Fig. 1: run 1, a small window of the routed layout
Window x 20 to 40, y 20 to 40 microns. Cells in grey, sequential cells in the stronger grey; small squares are vias.
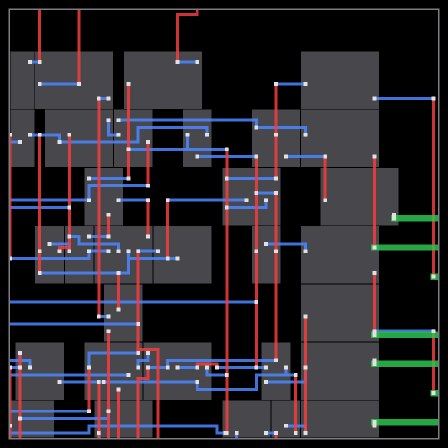
Fig. 2: run 1, the metal 2 layer
Scale: 10 px per micron. Cells faint in the background.
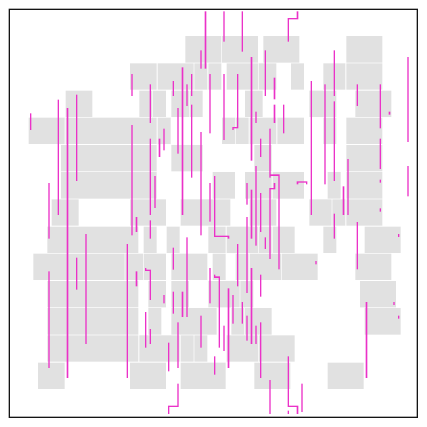
Fig. 3: run 1, wires at chosen ports, followed through buffers
Scale: 10 px per micron.
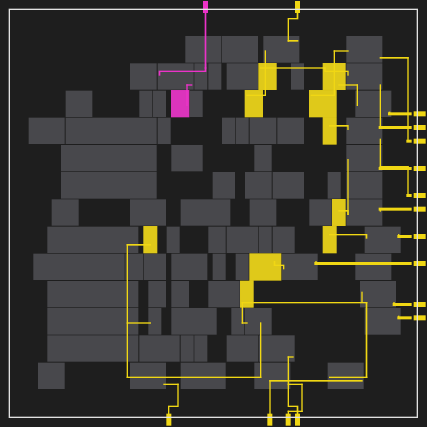
[config.mk]
export PLATFORM = sky130hd
export DESIGN_NAME = robs_control
export DESIGN_NICKNAME = d
export VERILOG_FILES = /design/src/rtl/robs_control.sv
export SDC_FILE = /design/constraint.sdc
export NUM_CORES = 1
export LEC_CHECK = 0
export CORE_MARGIN = 1.5
export CORE_UTILIZATION = 42
export DETAILED_ROUTE_END_ITERATION = 10
export PLACE_DENSITY_LB_ADDON = 0.15
export SYNTH_ARGS = -nofsm -noshare
export SYNTH_HDL_FRONTEND = slang
export SYNTH_SLANG_ARGS = --single-unit
export TNS_END_PERCENT = 100
[constraint.sdc]
create_clock -name clk -period 2.3 [get_ports clk]
set_input_delay 0.23 -clock clk [delete_from_list [all_inputs] [get_ports clk]]
set_output_delay 0.23 -clock clk [all_outputs]
set_load 0.01 [all_outputs]
[src/rtl/robs_control.sv]
// ----------------------------------------------------------------------------
// robs_control
// Moore-FSM sequencer for the signed Robertson's multiplier datapath
// (robs_datapath). It drives the datapath's 15-bit control vector and
// consumes its status flags. It also gives the top level a
// start/busy/done handshake.
//
// Optional build macro: ROBS_CTRL_PERF_EN
//   When defined, this block adds a cycle counter output and a sticky error
//   flag. The flag is set when the iteration count and the datapath
//   counter flag zq disagree in CHECK.
//
// Ports:
//   clk     in   1   clock, rising edge
//   reset   in   1   asynchronous, active-low reset
//   start   in   1   multiply request, sampled only in IDLE
//   zr      in   1   datapath: R is even
//   zq      in   1   datapath: down-counter divisible by 8
//   c       out  15  datapath control vector
//   busy    out  1   high in every state except IDLE
//   done    out  1   one-cycle pulse, product valid on the datapath
//   cycles  out  16  (ROBS_CTRL_PERF_EN) cycles since INIT
//   err     out  1   (ROBS_CTRL_PERF_EN) sticky zq/iteration mismatch
//
// c bit map:
//   0 LDY, 1 LDCNT, 2 CLRA, 3 LDX, 5:4 SELRH (0 A, 1 shift-hi, 2 ALU)
//   6 SELRL (0 X, 1 shift-lo), 7 SELX (0 multiplier, 1 R low)
//   8 LDRH, 9 LDRL, 10 ADD (1 add, 0 sub), 11 SHIFT, 12 LDSR, 13 DEC, 14 LDA
//
// state  | meaning
// -------+-----------------------------------------------------------
// IDLE   | waiting for start
// INIT   | load Y and X, clear A, load the datapath counter
// LOADR  | R <= {A, X}
// TEST   | inspect the R LSB (zr)
// ADD    | ALU add Y, or subtract Y on the sign-bit step
// ADD_WB | write the registered ALU result into R high half
// SH_LD  | load the shift register from R
// SH_EX  | arithmetic right shift by one
// SH_WB  | write the shifted R back, decrement the counter, it++
// CHECK  | loop back to TEST or leave via FIN
// FIN    | A and X take the product halves
// DONE   | done pulse
// ----------------------------------------------------------------------------
module robs_control #(
    parameter int WIDTH = 8,
    parameter int ITW   = $clog2(WIDTH)
) (
    input  logic        clk,
    input  logic        reset,
    input  logic        start,
    input  logic        zr,
    input  logic        zq,
    output logic [14:0] c,
    output logic        busy,
    output logic        done
`ifdef ROBS_CTRL_PERF_EN
    ,
    output logic [15:0] cycles,
    output logic [0:0]  err
`endif
);

    localparam logic [3:0] S_IDLE   = 4'd0;
    localparam logic [3:0] S_INIT   = 4'd1;
    localparam logic [3:0] S_LOADR  = 4'd2;
    localparam logic [3:0] S_TEST   = 4'd3;
    localparam logic [3:0] S_ADD    = 4'd4;
    localparam logic [3:0] S_ADD_WB = 4'd5;
    localparam logic [3:0] S_SH_LD  = 4'd6;
    localparam logic [3:0] S_SH_EX  = 4'd7;
    localparam logic [3:0] S_SH_WB  = 4'd8;
    localparam logic [3:0] S_CHECK  = 4'd9;
    localparam logic [3:0] S_FIN    = 4'd10;
    localparam logic [3:0] S_DONE   = 4'd11;

    localparam int C_LDY   = 0;
    localparam int C_LDCNT = 1;
    localparam int C_CLRA  = 2;
    localparam int C_LDX   = 3;
    localparam int C_SELRL = 6;
    localparam int C_SELX  = 7;
    localparam int C_LDRH  = 8;
    localparam int C_LDRL  = 9;
    localparam int C_ADD   = 10;
    localparam int C_SHIFT = 11;
    localparam int C_LDSR  = 12;
    localparam int C_DEC   = 13;
    localparam int C_LDA   = 14;

    // The counter needs one bit more than ITW so that it can hold WIDTH itself.
    localparam int           LAST_I  = WIDTH - 1;
    localparam logic [ITW:0] IT_END  = WIDTH[ITW:0];
    localparam logic [ITW:0] IT_LAST = LAST_I[ITW:0];
    localparam logic [ITW:0] IT_ONE  = {{ITW{1'b0}}, 1'b1};

    logic [3:0]   state;
    logic [3:0]   state_nx;
    logic [ITW:0] it;
    logic         it_end;
    logic         sub_step;

    assign it_end   = (it == IT_END);
    assign sub_step = (it == IT_LAST);

    always_comb begin
        state_nx = state;
        case (state)
            S_IDLE:   if (start) state_nx = S_INIT;
            S_INIT:   state_nx = S_LOADR;
            S_LOADR:  state_nx = S_TEST;
            S_TEST:   state_nx = zr ? S_SH_LD : S_ADD;
            S_ADD:    state_nx = S_ADD_WB;
            S_ADD_WB: state_nx = S_SH_LD;
            S_SH_LD:  state_nx = S_SH_EX;
            S_SH_EX:  state_nx = S_SH_WB;
            S_SH_WB:  state_nx = S_CHECK;
            // Any disagreement between zq and the iteration count still
            // leaves through FIN so that the handshake always completes.
            S_CHECK:  state_nx = (zq || it_end) ? S_FIN : S_TEST;
            S_FIN:    state_nx = S_DONE;
            S_DONE:   state_nx = S_IDLE;
            default:  state_nx = S_IDLE;
        endcase
    end

    always_ff @(posedge clk or negedge reset) begin
        if (!reset) begin
            state <= S_IDLE;
        end else begin
            state <= state_nx;
        end
    end

    always_ff @(posedge clk or negedge reset) begin
        if (!reset) begin
            it <= '0;
        end else if (state == S_INIT) begin
            it <= '0;
        end else if (state == S_SH_WB && !it_end) begin
            it <= it + IT_ONE;
        end
    end

    // Only the sign-bit step (it == WIDTH-1) subtracts. ADD_WB repeats the
    // ADD-state polarity because the datapath adder is registered.
    always_comb begin
        c = '0;
        case (state)
            S_INIT: begin
                c[C_LDY]   = 1'b1;
                c[C_LDCNT] = 1'b1;
                c[C_CLRA]  = 1'b1;
                c[C_LDX]   = 1'b1;
            end
            S_LOADR: begin
                c[C_LDRH] = 1'b1;
                c[C_LDRL] = 1'b1;
            end
            S_ADD: begin
                c[C_ADD] = ~sub_step;
            end
            S_ADD_WB: begin
                c[5:4]    = 2'd2;
                c[C_LDRH] = 1'b1;
                c[C_ADD]  = ~sub_step;
            end
            S_SH_LD: c[C_LDSR]  = 1'b1;
            S_SH_EX: c[C_SHIFT] = 1'b1;
            S_SH_WB: begin
                c[5:4]     = 2'd1;
                c[C_SELRL] = 1'b1;
                c[C_LDRH]  = 1'b1;
                c[C_LDRL]  = 1'b1;
                c[C_DEC]   = 1'b1;
            end
            S_FIN: begin
                c[C_LDA]  = 1'b1;
                c[C_LDX]  = 1'b1;
                c[C_SELX] = 1'b1;
            end
            default: c = '0;
        endcase
    end

    assign busy = (state != S_IDLE);
    assign done = (state == S_DONE);

`ifdef ROBS_CTRL_PERF_EN
    logic mismatch;
    assign mismatch = zq ^ it_end;

    // Counters clear on the IDLE->INIT edge so INIT reads 0. DONE does not
    // count, so the held value is the number of states after INIT.
    always_ff @(posedge clk or negedge reset) begin
        if (!reset) begin
            cycles <= '0;
            err    <= '0;
        end else begin
            if (state == S_IDLE) begin
                if (start) begin
                    cycles <= '0;
                    err    <= '0;
                end
            end else if (state != S_DONE) begin
                cycles <= cycles + 16'd1;
            end
            if (state == S_CHECK && mismatch) begin
                err <= 1'b1;
            end
        end
    end
`endif

endmodule

==> run summary <==
impl run done, here's what came out: Pint 0.5767 mW, Critical path origin state[2], Seq/Total Area, Yosys 0.3361, DR pass1 iterations 2, Synth Cell Area just under 600 sq um, Overall Global Routing Usage 0.1671, pins over their slew limit 0, Core ar. between 1000 and 1500 sq um, mi-comb count 48, top cells, area dfrtp_1 34%, nor2_1 6.9%, buf_4 6.3%, inv_1 4.4%, ha_1 4.2%, share of cells above drive strength 1 0.1250, met2 wire len 470 microns, final setup vio count 0, chip area in the Yosys report 595.6 sq um, Final TNS setup 0 ps, final worst slack 93.20 ps, Num CTS Buffers 3, Flop area between 200 and 250 sq um, die x size just over 40 microns, simple share 0.2710, post-synthesis compound-gate area fraction 0.1387, EDFF count, synth 0, skew final approximately 3.3 ps, combinational group share of total power 0.599, synth warn 0, leakage power total approximately 0.33 nW, Net Count, Synth between 70 and 80, # IOs 22, sw frac 0.4018, CP Buf/Inv Count 2, Post-CTS Setup Bufs 0, critical-path cell list or4b_4 -> inv_1 -> clkdlybuf4s50_1, Reg-to-Reg End it[1], Dominant Register Cell dfrtp_1, Util after Layout 0.6040, CTS Hold Bufs 0, vias per cell 4.942, MI comb area between 300 and 400 sq um, Worst-path clk slew roughly 50 ps, DP Area slightly below 800 sq um, DR WL/cell about 11 microns, Synth logic family simple AND/OR/NAND/NOR gates, Final non-clock buffer share 0.2736, slowest stage delay, CP between 500 and 600 ps, CTS Buffer Depth 2, Top class by area multi-input combinational cells, Layout area overhead 33.61%, CTS tree built, crit path max fanout 10, vias in the first global route roughly 380, Layout clock area frac 0.02830, NetSw 0.3874 mW, WHS between 200 and 250 ps, initial antenna violation count 0, GRT busiest layer met1, Levels on crit path 3, Final Instance Area approximately 800 sq um, CP Capture Type output port, PostCTS Resize Cnt 0, Top Family by Delay on Critical Path buffers and inverters, chip area around 1700 sq um, HP Class in2async, number of fill cells approximately 120, outcome completed, Fmax approximately 450 MHz, TritonCTS Sinks 8, tool warnings 27, # Cells Yosys about 72, Tot Pwr 0.9641 mW, FP Core Util 0.4520, XOR/XNOR Fraction of Synth Area 0.02941, Cell Pwr Density between 1000 and 1500 nW/um^2, asr flop ratio synth 1.000, Peak VDD IR 0.5715 mV, met3 routed WL about 39 microns, crit path DRT 2070 ps, Seq group a little under 0.3 mW, Cells after DPL 100, CP max stage cell or4b_4, Flops 8, share of power burned in registers 0.301, post-layout period usage 0.9595, distinct lib cells 32, clock share of power 0.100, M1 wire length about 590 microns, P_clk around 0.097 mW, PortBufs 21, clk latency late pin ~240 ps, reg2reg start state[2], nonclk buf count 22, critical setup path kind reg2out, total of max-cap violations 0, inverters 7, multi-input combinational area share 0.3868, met3 GRT Util 0.03261, non-filler cells, final about 100, H-tree levels 1, R2R depth 3, clock buf count 3, drt drc 0, Synth Register Bits 8, Nets 97, Startpoint Class flop, adder share 0.04202, met1 Usage GRT 0.2465, grt ovf 0, R2R Setup Slk approximately 520 ps, pin count of the biggest net entering global routing 13, Max power group combinational cells, Gate Count Post-Synth 72, pre-CTS setup slack between 200 and 300 ps, DR top layer met3, worst relative slew slack 0.7873, RSZ-0062 raised after global routing false, num rows 13, Die H between 40 and 50 microns, first-pass GRT wire length 1690 microns, antenna viol nets, final 0
## Picture notes: Fig. 1
[blue] M1
[red] M2
[green] M3
most frequent: clkdlybuf4s50_1 (9), nor2_1 (5)
cells with their middle in the window: 29
sequential cells in the window: 0

## Picture notes: Fig. 2
longest straight run: 26.9 microns
wire length on this layer: 470 microns
met2 Usage GRT: 0.1984
Via Count: 509
total wire length: 1098 microns

## Picture notes: Fig. 3
[magenta] `zr` | direction: input | edge: top | end cells: 1 | buffers: 1 | wire: 13.4 microns
[yellow] `c` | direction: output | edge: 10 right, 4 bottom, 1 top | end cells: 10 | buffers: 15 | wire: 191 microns

## run 1: cells in the mapped netlist (all sizes together) (2+ instances only)
library cell,instances
nor2,11
dfrtp,8
buf,7
inv,7
nand2,5
a21oi,4
a211oi,2
clkbuf,2
ha,2
nand2b,2
nor3,2
or3,2
or4b,2
## run 1: placed cells by master (no fill, tap or decap), types with 2 or more instances in the layout
cell / Yosys / routed
dfrtp_1: 8 / 6
nand2_1: 5 / 5
ha_1: 2 / 2
or3_1: 2 / 2
clkdlybuf4s50_1: 0 / 21
clkbuf_4: 0 / 3
a21oi_1: 4 / 4
nor3_1: 2 / 2
inv_1: 7 / 6
dfrtp_2: 0 / 2
nand2b_1: 2 / 2
a211oi_1: 2 / 2
nor2_1: 11 / 11
## run 1: sequential cells by signal (all words and copies together) (netlist names)
register	cells
it	4
state	4
Power figures rest on the tool's default switching activity, not on a simulated workload.
